--- config.mk ---
export PLATFORM = sky130hd
export DESIGN_NAME = gc_response_rx
export DESIGN_NICKNAME = d
export VERILOG_FILES = /design/src/rtl/gc_pkg.sv /design/src/rtl/gc_line_sync.sv /design/src/rtl/gc_response_rx.sv
export SDC_FILE = /design/constraint.sdc
export NUM_CORES = 1
export LEC_CHECK = 0
export CAP_MARGIN = 10
export CORE_UTILIZATION = 40
export CTS_BUF_LIST = sky130_fd_sc_hd__clkbuf_4 sky130_fd_sc_hd__clkbuf_8 sky130_fd_sc_hd__clkbuf_16
export CTS_CLUSTER_DIAMETER = 80
export CTS_CLUSTER_SIZE = 14
export DETAILED_ROUTE_END_ITERATION = 10
export MAX_ROUTING_LAYER = met4
export PLACE_DENSITY = 0.78
export SYNTH_ARGS = -nofsm -noshare
export SYNTH_HDL_FRONTEND = slang
export SYNTH_SLANG_ARGS = --single-unit
--- constraint.sdc ---
create_clock -name usClock -period 6.1 [get_ports usClock]
set_clock_uncertainty 0.2 [all_clocks]
set_input_delay 1.22 -clock usClock [delete_from_list [all_inputs] [get_ports usClock]]
set_output_delay 1.22 -clock usClock [all_outputs]
set_load 0.005 [all_outputs]
--- src/rtl/gc_pkg.sv ---
// Shared GameCube controller link definitions: command bytes, reply sizes,
// receiver state encoding and the decoded poll report layout.
package gc_pkg;

  localparam logic [7:0] CMD_PROBE       = 8'h00;
  localparam logic [7:0] CMD_POLL        = 8'h40;
  localparam int         PROBE_RESP_BITS = 24;
  localparam int         POLL_RESP_BITS  = 64;

  typedef enum logic [2:0] {
    RX_IDLE      = 3'd0,
    RX_WAIT_FALL = 3'd1,
    RX_MEASURE   = 3'd2,
    RX_WAIT_RISE = 3'd3,
    RX_DONE      = 3'd4,
    RX_ERR       = 3'd5
  } rx_state_t;

  typedef enum logic [1:0] {
    ERR_NONE      = 2'd0,
    ERR_NO_RESP   = 2'd1,
    ERR_STUCK_LOW = 2'd2,
    ERR_SHORT     = 2'd3
  } rx_err_t;

  // Poll reply, MSB first: two button bytes then six analog bytes.
  typedef struct packed {
    logic [2:0] pad;
    logic       start;
    logic       y;
    logic       x;
    logic       b;
    logic       a;
    logic       one;
    logic       l;
    logic       r;
    logic       z;
    logic       up;
    logic       down;
    logic       right;
    logic       left;
    logic [7:0] joy_x;
    logic [7:0] joy_y;
    logic [7:0] c_x;
    logic [7:0] c_y;
    logic [7:0] l_analog;
    logic [7:0] r_analog;
  } gc_report_t;

  function automatic gc_report_t unpack_report(input logic [63:0] data);
    return gc_report_t'(data);
  endfunction

endpackage

--- src/rtl/gc_line_sync.sv ---
// Two-flop synchronizer for the shared controller line plus a falling-edge
// detector on the synchronized value.
module gc_line_sync (
  input  logic usClock,
  input  logic Reset,
  input  logic line_i,
  output logic s_o,
  output logic fall_o
);

  logic meta_q;
  logic s_q;
  logic s_prev_q;

  // The idle line is pulled high, so reset to 1 to avoid a phantom edge.
  always_ff @(posedge usClock) begin
    if (Reset) begin
      meta_q   <= 1'b1;
      s_q      <= 1'b1;
      s_prev_q <= 1'b1;
    end else begin
      meta_q   <= line_i;
      s_q      <= meta_q;
      s_prev_q <= s_q;
    end
  end

  assign s_o    = s_q;
  assign fall_o = s_prev_q & ~s_q;

endmodule

--- src/rtl/gc_response_rx.sv ---
// Receiver for the controller's reply on the single-wire link: times each bit
// from its falling edge, checks length and stop bit, and exposes the frame.
module gc_response_rx
  import gc_pkg::*;
#(
  parameter int SAMPLE_DLY    = 2,
  parameter int FIRST_TIMEOUT = 200,
  parameter int BIT_TIMEOUT   = 8
) (
  input  logic        usClock,
  input  logic        Reset,
  input  logic        DataIn,
  input  logic        Start,
  input  logic [6:0]  ExpBits,
  output logic        Busy,
  output logic        DataValid,
  output logic [63:0] Data,
  output gc_report_t  Report,
  output logic [6:0]  BitCount,
  output logic        Error,
  output logic [1:0]  ErrCode
);

  localparam int TMO_MAX = (FIRST_TIMEOUT > BIT_TIMEOUT) ? FIRST_TIMEOUT : BIT_TIMEOUT;
  localparam int TMO_W   = $clog2(TMO_MAX + 1);
  localparam int PH_W    = $clog2(SAMPLE_DLY + 1);

  localparam logic [TMO_W-1:0] FIRST_LAST = TMO_W'(FIRST_TIMEOUT - 1);
  localparam logic [TMO_W-1:0] BIT_LAST   = TMO_W'(BIT_TIMEOUT - 1);
  // The fall cycle itself is phase 0 of the bit; MEASURE starts one cycle later.
  localparam logic [PH_W-1:0]  SAMPLE_AT  = PH_W'(SAMPLE_DLY - 1);

  logic s;
  logic fall;

  gc_line_sync u_sync (
    .usClock (usClock),
    .Reset   (Reset),
    .line_i  (DataIn),
    .s_o     (s),
    .fall_o  (fall)
  );

  rx_state_t        state_q,   state_d;
  logic [6:0]       exp_q,     exp_d;
  logic [63:0]      data_q,    data_d;
  logic [6:0]       bitcnt_q,  bitcnt_d;
  logic             first_q,   first_d;
  logic             err_q,     err_d;
  logic [1:0]       errcode_q, errcode_d;
  logic [TMO_W-1:0] tmo_q,     tmo_d;
  logic [PH_W-1:0]  phase_q,   phase_d;

  always_comb begin
    state_d   = state_q;
    exp_d     = exp_q;
    data_d    = data_q;
    bitcnt_d  = bitcnt_q;
    first_d   = first_q;
    err_d     = err_q;
    errcode_d = errcode_q;
    tmo_d     = tmo_q;
    phase_d   = phase_q;

    if (Start) begin
      exp_d     = (ExpBits == 7'd0 || ExpBits > 7'd64) ? 7'd64 : ExpBits;
      data_d    = '0;
      bitcnt_d  = '0;
      err_d     = 1'b0;
      errcode_d = ERR_NONE;
      tmo_d     = '0;
      phase_d   = '0;
      first_d   = 1'b1;
      state_d   = RX_WAIT_FALL;
    end else begin
      unique case (state_q)
        RX_IDLE: ;
        RX_WAIT_FALL: begin
          tmo_d = tmo_q + TMO_W'(1);
          if (fall) begin
            tmo_d = '0;
            if (bitcnt_q == exp_q) begin
              state_d = RX_DONE;
            end else begin
              phase_d = '0;
              state_d = RX_MEASURE;
            end
          end else if (first_q && tmo_q == FIRST_LAST) begin
            err_d     = 1'b1;
            errcode_d = ERR_NO_RESP;
            state_d   = RX_ERR;
          end else if (!first_q && tmo_q == BIT_LAST) begin
            err_d     = 1'b1;
            errcode_d = ERR_SHORT;
            state_d   = RX_ERR;
          end
        end
        RX_MEASURE: begin
          phase_d = phase_q + PH_W'(1);
          if (phase_q == SAMPLE_AT) begin
            data_d   = {data_q[62:0], s};
            bitcnt_d = bitcnt_q + 7'd1;
            first_d  = 1'b0;
            tmo_d    = '0;
            state_d  = RX_WAIT_RISE;
          end
        end
        RX_WAIT_RISE: begin
          tmo_d = tmo_q + TMO_W'(1);
          if (s) begin
            tmo_d   = '0;
            state_d = RX_WAIT_FALL;
          end else if (tmo_q == BIT_LAST) begin
            err_d     = 1'b1;
            errcode_d = ERR_STUCK_LOW;
            state_d   = RX_ERR;
          end
        end
        RX_DONE, RX_ERR: state_d = RX_IDLE;
        default:         state_d = RX_IDLE;
      endcase
    end
  end

  always_ff @(posedge usClock) begin
    if (Reset) begin
      state_q   <= RX_IDLE;
      exp_q     <= 7'd64;
      data_q    <= '0;
      bitcnt_q  <= '0;
      first_q   <= 1'b0;
      err_q     <= 1'b0;
      errcode_q <= ERR_NONE;
      tmo_q     <= '0;
      phase_q   <= '0;
    end else begin
      state_q   <= state_d;
      exp_q     <= exp_d;
      data_q    <= data_d;
      bitcnt_q  <= bitcnt_d;
      first_q   <= first_d;
      err_q     <= err_d;
      errcode_q <= errcode_d;
      tmo_q     <= tmo_d;
      phase_q   <= phase_d;
    end
  end

  assign Busy      = (state_q == RX_WAIT_FALL) || (state_q == RX_MEASURE) ||
                     (state_q == RX_WAIT_RISE);
  assign DataValid = (state_q == RX_DONE);
  assign Data      = data_q;
  assign Report    = unpack_report(data_q);
  assign BitCount  = bitcnt_q;
  assign Error     = err_q;
  assign ErrCode   = errcode_q;

endmodule

Fig. 1: run 1, clock wiring as the flow saved it
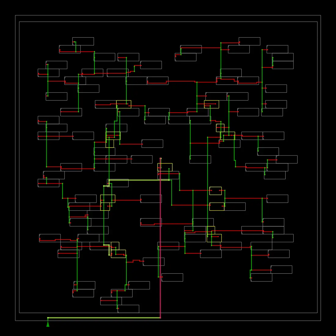
clock-net power: 0.378 mW
clock sinks: 98

Fig. 2: run 1, cell classes on the final placement
The bar under the picture is 20 um long. Fill, decap, tap and diode cells in gray.
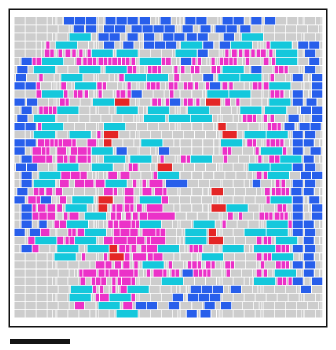
clock drivers and dummy loads: in red, cells 15. flip-flops: in cyan, cells 98. other buffers and delay cells: in blue, cells 153. all other logic: in magenta, cells 336.
Seq area share: 0.3516
post-route cell area: 5579 um^2

Fig. 3: run 1, drive-strength map
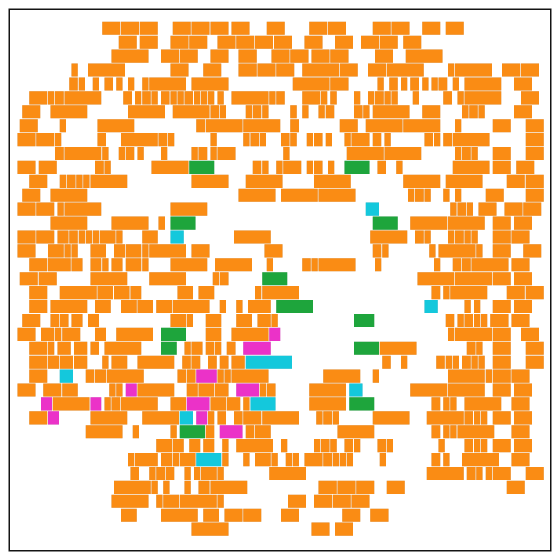
drive 6 and up: in green, cells 12, most used clkbuf_8. drive 2: in magenta, cells 11, most used or2_2. drive 3 to 4: in cyan, cells 9, most used clkinvlp_4. drive 1 or less: in orange, cells 570, most used clkdlybuf4s50_1.
area grow syn2layout: 30.00%
Non-clk bufs: 153
final setup margin: 2.769 ns

==> flow_summary.json, run 1 <==
{
  "status": "complete, no violations",
  "route.detailed.drc": 0,
  "holdBufCountCts": 0,
  "grt_pass1_wl_um": 15180,
  "setup-tns-final_ns": 0,
  "hold_path.class": "flop to flop",
  "via_per_inst": 4.873,
  "place_area_um2": 5385,
  "top_area_cell": "dfxtp_1",
  "port_buffers": 150,
  "root_buffer": "clkbuf_8",
  "yosys_cells": 528,
  "cp-end-kind": "primary output",
  "ant_nets": 0,
  "r2r_slack_ns": 3.10,
  "p_clk_frac": 0.352,
  "ys_area_um2": 4292,
  "cp_max_fo": 11,
  "slew_viol_final": 0,
  "max_freq_mhz": 300.2,
  "warnings": 26,
  "htree_num_levels": 3,
  "power.total_mw": 1.072,
  "grt_use_met2": 0.2899,
  "cts_buffers": 9,
  "overflow": 0,
  "ys.flops": 98,
  "synth-edff-count": 0,
  "worstRegToRegCells": 7,
  "cts_tree": "built",
  "post_cts_buffers": 0,
  "busiest_layer": "met2",
  "fill_cells": 954,
  "period_used_share": 0.5461,
  "drv_cap": 0,
  "antenna_found_initial": 0,
  "vdd_drop_max_v": 0.0001008,
  "grt_pass1_vias": 3180,
  "worstHoldStart": "u_sync.meta_q",
  "core-area_um2": 10370,
  "p_int_mw": 0.8135,
  "pin_count": 151,
  "p_leak_nw": 1.794,
  "final_net_count": 612,
  "tightestPinTransition_ns": 0.8931,
  "rows": 37,
  "cp-start-kind": "flop",
  "whs_endpoint": "u_sync.s_o",
  "drtIter0Drc": 139,
  "topCellsByArea": "dfxtp_1 46%, nand2_1 12%, buf_4 11%, a21oi_1 8.6%, xor2_1 3.3%",
  "grt_start_max_net_pins": 78,
  "wire_per_inst_um": 12.74,
  "ys_seq_frac": 0.4571,
  "combPwrFrac": 0.041,
  "p_seq_frac": 0.607,
  "hpwl_um": 6515,
  "cts_resized": 0,
  "rr_endpoint": "BitCount[6]",
  "syn_inst": 528,
  "clk_pin_slew_worst_paths_ns": 0.09,
  "top_cells_by_count": "141 x nand2_1, 98 x dfxtp_1, 74 x a21oi_1",
  "switching_share": 0.2410,
  "drive_above_1_share": 0.05316,
  "grt_use_met1": 0.2064,
  "insertion_delay_ns": 0.36,
  "r2r_start": "phase_q[0]",
  "avgSynthCellArea_um2": 8.128
}
-- run 1: flip-flops by register name, summed over array words and instances (netlist names), 2 cells and up --
signal / cells
Data: 64
ErrCode: 2
tmo_q: 8
state_q: 3
exp_q: 7
phase_q: 2
BitCount: 7
-- run 1: final cells by class --
class	count	area (um^2)	area share
Clock buffer	9	123.9	0.02220
Clock inverter	6	50.05	0.008971
Inverter	5	18.77	0.003364
Multi-Input combinational cell	331	1718	0.3079
Sequential cell	98	1962	0.3516
Tap cell	136	170.2	0.03050
Timing Repair Buffer	153	1536	0.2754
-- run 1: power groups by stage --
| stage | Combinational (mW) | Sequential (mW) | Clock [mW] |
|---|---|---|---|
| floorplan | 0.0320 | 0.662 | 0 |
| global placement | 0.0429 | 0.665 | 0 |
| detailed placement | 0.0438 | 0.665 | 0 |
| CTS | 0.0439 | 0.651 | 0.396 |
| global route | 0.0483 | 0.652 | 0.420 |
| finish | 0.0435 | 0.651 | 0.378 |
-- run 1: worst max-delay path by stage --
stage	start	end	slack, ns	cells after the start
2_1_floorplan	Start	Data[10]	3.68	5
5_1_grt	state_q[2]	DataValid	2.63	3
6_report	state_q[2]	DataValid	2.77	3
3_3_place_gp	Start	Error	2.97	4
3_5_place_dp	Start	phase_q[1]	2.90	4
4_1_cts	state_q[2]	DataValid	2.76	3
-- run 1: critical path, stage by stage, from the launching register on --
cell             delay, ns
dfxtp_1               0.63
inv_1                 0.17
nor3_1                0.22
clkdlybuf4s50_1       0.55
-- run 1: cell usage in the layout, fill, tap and decap left out, types with 7 or more instances in the layout --
cell,n
a21oi_1,74
clkbuf_8,9
clkdlybuf4s50_1,150
dfxtp_1,98
nand2_1,140
nand4_1,7
nor2_1,29
xor2_1,16
-- run 1: stage by stage --
stage               std cells  worst slack [ns]
floorplan                 528             3.682
global placement          722             2.965
detailed placement        722             2.900
CTS                       737             2.763
global route              738             2.635
finish                    738             2.769
-- run 1: logic make-up (layout without fill, tap and decap cells) --
| kind of cell | Yosys count | after routing | synth area share |
|---|---|---|---|
| xor gates and xnor gates | 21 | 21 | 0.04286 |
| adders and majority gates | 3 | 3 | 0.008747 |
| muxes | 1 | 1 | 0.002624 |
| AOI/OAI and AO/OA | 95 | 95 | 0.1254 |
| buffers and inverters | 99 | 173 | 0.1466 |
| and+or+nand+nor | 211 | 211 | 0.2166 |
| DFF | 98 | 98 | 0.4571 |
-- run 1: metal layers --
layer | part of all wire | wire length [um]
met2 | 0.49 | 4643
met1 | 0.44 | 4111
met4 | 0.0058 | 55
met5 | 0 | 0
met3 | 0.063 | 593
==> run 2, diff against run 1 <==
Settings changed: PLACE_DENSITY 0.78 to 0.81.
Clock period 6.1 ns to 2.7 ns, I/O delays scaled along.
Fig. 4: run 2, signal wires on met2
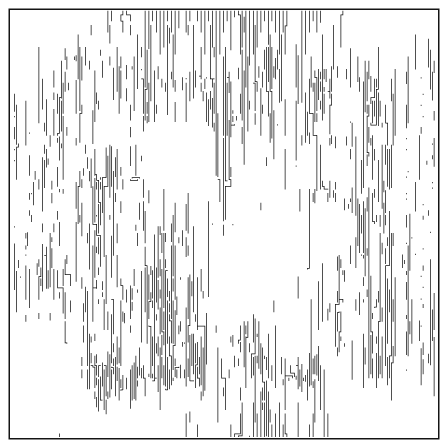
The layer holds 50% of the routed length. 505 nets have wire on it. The wires run mostly vertical.
met2 Use GR: 0.3050
Total Wirelength: 9934 um
vias: 3625

Fig. 5: run 2, drive-strength map
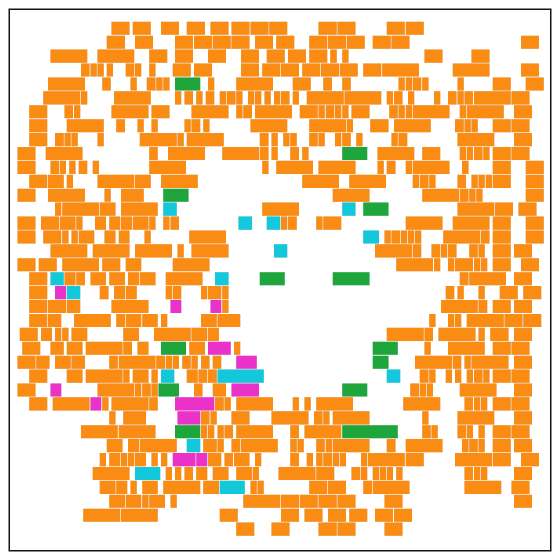
drive 6 and up: in green, cells 13, most used clkbuf_8. drive 1 or less: in orange, cells 569, most used clkdlybuf4s50_1. drive 3 to 4: in cyan, cells 15, most used buf_4. drive 2: in magenta, cells 12, most used or2_2.
final setup margin: 0.1465 ns
area grow syn2layout: 31.81%
post-route cell area: 5657 um^2
Non-clk bufs: 159

==> run 2 against run 1 <==
Effect of this change:
- combinational power is 150% higher
- setup slack worse by 2.6 ns
- count of clock-buffer cells in the layout is 1 higher
- sequential share of layout area is 0.46 points lower
- die area stayed put
- global-route usage is 0.81 points higher
- synthesized cell count stayed put
- non-clock buffer count is 6 higher
- sequential power is 130% higher
- worst hold slack better by 0.012 ns
- via count is 0.81% higher
- final cell count is 0.95% higher
- critical endpoint is now Busy
==> flow_summary.json, run 2 <==
{
  "powerDensity_nw_per_um2": 452.1,
  "worstHoldStart": "u_sync.meta_q",
  "cts_buffers": 9,
  "warnings": 26,
  "rows": 37,
  "port_buffers": 150,
  "drive_above_1_share": 0.06568,
  "netSwitchingPower_mw": 0.6026,
  "ys.flops": 98,
  "ys_seq_frac": 0.4571,
  "post-route-min-period_ns": 2.554,
  "crit_path_frequent_cell": "nor2_1",
  "cts_buffer_depth": 2,
  "hpwl_um": 7158,
  "wire_per_inst_um": 13.33,
  "floorplanUtilization": 0.4139,
  "combPwrFrac": 0.042,
  "layout_top_cells": "150 x clkdlybuf4s50_1, 140 x nand2_1, 97 x dfxtp_1",
  "cts_tree": "built",
  "via_per_inst": 4.866,
  "p_leak_nw": 1.846,
  "p_clk_frac": 0.383,
  "path_cells": "nor2_1, nor2_1, clkdlybuf4s50_1",
  "rsz0062_at_grt": "false",
  "max_freq_mhz": 391.6,
  "setup.worst_path.start": "state_q[1]",
  "largest_register_ffs": 64,
  "final_cells": 745,
  "antenna_found_initial": 0,
  "dp_cells": 729,
  "topCellsByArea": "dfxtp_1 46%, nand2_1 12%, buf_4 11%, a21oi_1 8.6%, xor2_1 3.3%",
  "grt_start_max_net_pins": 65,
  "grt_pass1_vias": 3259,
  "slowest_stage": "dfxtp_1",
  "final_net_count": 618,
  "top_cells_by_count": "141 x nand2_1, 98 x dfxtp_1, 74 x a21oi_1",
  "power.total_mw": 2.557,
  "hold_path.class": "flop to flop",
  "avgSynthCellArea_um2": 8.128,
  "cpPeakStageDelay_ns": 0.60,
  "first_pass_iters": 4,
  "yosys_cells": 528,
  "overflow": 0,
  "cpLargestDelayFamily": "flip-flops",
  "syn_inst": 528,
  "tritoncts_num_sinks": 98,
  "p_int_mw": 1.955,
  "hold_violations": 0,
  "top_area_cell": "dfxtp_1",
  "gp_congestion": 0.8753,
  "period_used_share": 0.9458,
  "synth-edff-count": 0,
  "setup-tns-final_ns": 0,
  "slew_viol_final": 0,
  "r2r_start": "state_q[0]",
  "synth.most_common_cell": "nand2_1",
  "htree_num_levels": 3,
  "drtIter0Drc": 138,
  "ys_area_um2": 4292,
  "crit_type": "flop to primary output",
  "synthDistinctLibCells": 40,
  "drv_cap": 0,
  "clk_pin_slew_worst_paths_ns": 0.10,
  "slew_headroom": 0.5742,
  "vdd_drop_max_v": 0.0002286,
  "post_cts_buffers": 0,
  "status": "complete, no violations",
  "switching_share": 0.2356,
  "ant_nets": 0,
  "cp-end-kind": "primary output",
  "critPathBufInv": 1,
  "fill_cells": 978,
  "r2r_slack_ns": 0.44,
  "pin_count": 151,
  "tightestPinTransition_ns": 0.6387,
  "p_seq_frac": 0.575,
  "cp-start-kind": "flop",
  "insertion_delay_ns": 0.36,
  "final_common_cell": "clkdlybuf4s50_1",
  "root_buffer": "clkbuf_8",
  "route.detailed.drc": 0,
  "top_cell_area_share": 0.4571,
  "grt_use_total": 0.1796,
  "grt_pass1_wl_um": 15570,
  "diodes": 0,
  "cp_max_fo": 15
}
Fig. 6: run 2, cell classes on the final placement
The bar under the picture is 20 um long. Fill, decap, tap and diode cells in gray.
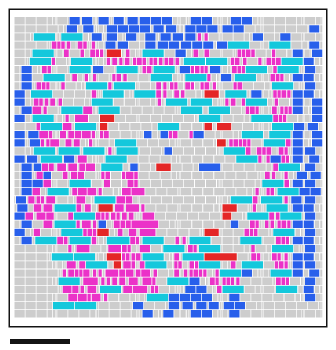
clock drivers and dummy loads: in red, cells 16. all other logic: in magenta, cells 336. flip-flops: in cyan, cells 98. other buffers and delay cells: in blue, cells 159.
Layout Utilization: 0.5455
CORE AREA: 10370 um^2

==> run 2: netlist changes by cell type in the layout (fill, tap and decap cells not counted) <==
cell	previous run	this run
clkinvlp_4	4	2
dfxtp_2	0	1
buf_4	2	8
clkinv_4	0	1
dfxtp_1	98	97
bufinv_16	0	1
clkbuf_4	0	1
==> run 2: final timing paths <==
path | end | depth (start not counted)
setup / recovery | Busy | 3
hold / removal | u_sync.s_o | 1
setup reg to reg | state_q[1] | 5
hold reg to reg | u_sync.s_o | 1
==> run 2: what timing repair did <==
| action | 4_1_cts | 5_1_grt |
|---|---|---|
| gates resized | 0 | 1 |
| endpoints found under the setup margin | 0 | 1 |
| hold buffers | 0 | 0 |
==> run 2: cell families after synthesis <==
logic type / synth area share
compound gates: 0.1254
xor+xnor: 0.04286
fa+ha+maj: 0.008747
buf+inv: 0.1466
flops: 0.4571
mux: 0.002624
simple gates: 0.2166
==> run 2: power by group through the flow <==
stage	sequential [mW]	combinational (mW)	clock [mW]
after floorplan	1.49	0.0723	0
after global placement	1.50	0.103	0
after detailed placement	1.50	0.107	0
after CTS	1.47	0.107	1.00
after global routing	1.47	0.117	1.06
final	1.47	0.107	0.979
==> run 2: through the flow <==
step                hold WS [ns]  utilization  cell area (um^2)  setup slack (ns)
floorplan                 0.1895            -              4292            0.7074
CTS                       0.2258       0.5454              5655           0.05049
global route              0.2672       0.5455              5657           0.09579
finish                    0.2277       0.5455              5657            0.1465
detailed placement        0.1941       0.5256              5450            0.4635
global placement          0.1915       0.5256              5450            0.4845
==> run 2: layout make-up <==
class / instances / area (um^2) / area share
clock buffer: 10 / 131.4 / 0.02322
clock inverter: 6 / 73.82 / 0.01305
inverter: 5 / 18.77 / 0.003318
multi-input combinational: 331 / 1718 / 0.3037
sequential: 98 / 1963 / 0.3470
tap: 136 / 170.2 / 0.03008
timing repair buffer: 159 / 1582 / 0.2796
==> run 2: routing by layer <==
layer	GRT usage	wire length, um	up-vias
li1	-	-	1817
met5	-	0	-
met1	0.2101	4304	1685
met2	0.3050	4968	109
met3	0.02845	471	14
met4	0.07937	189	0
Power is estimated from default activity; no workload was simulated.
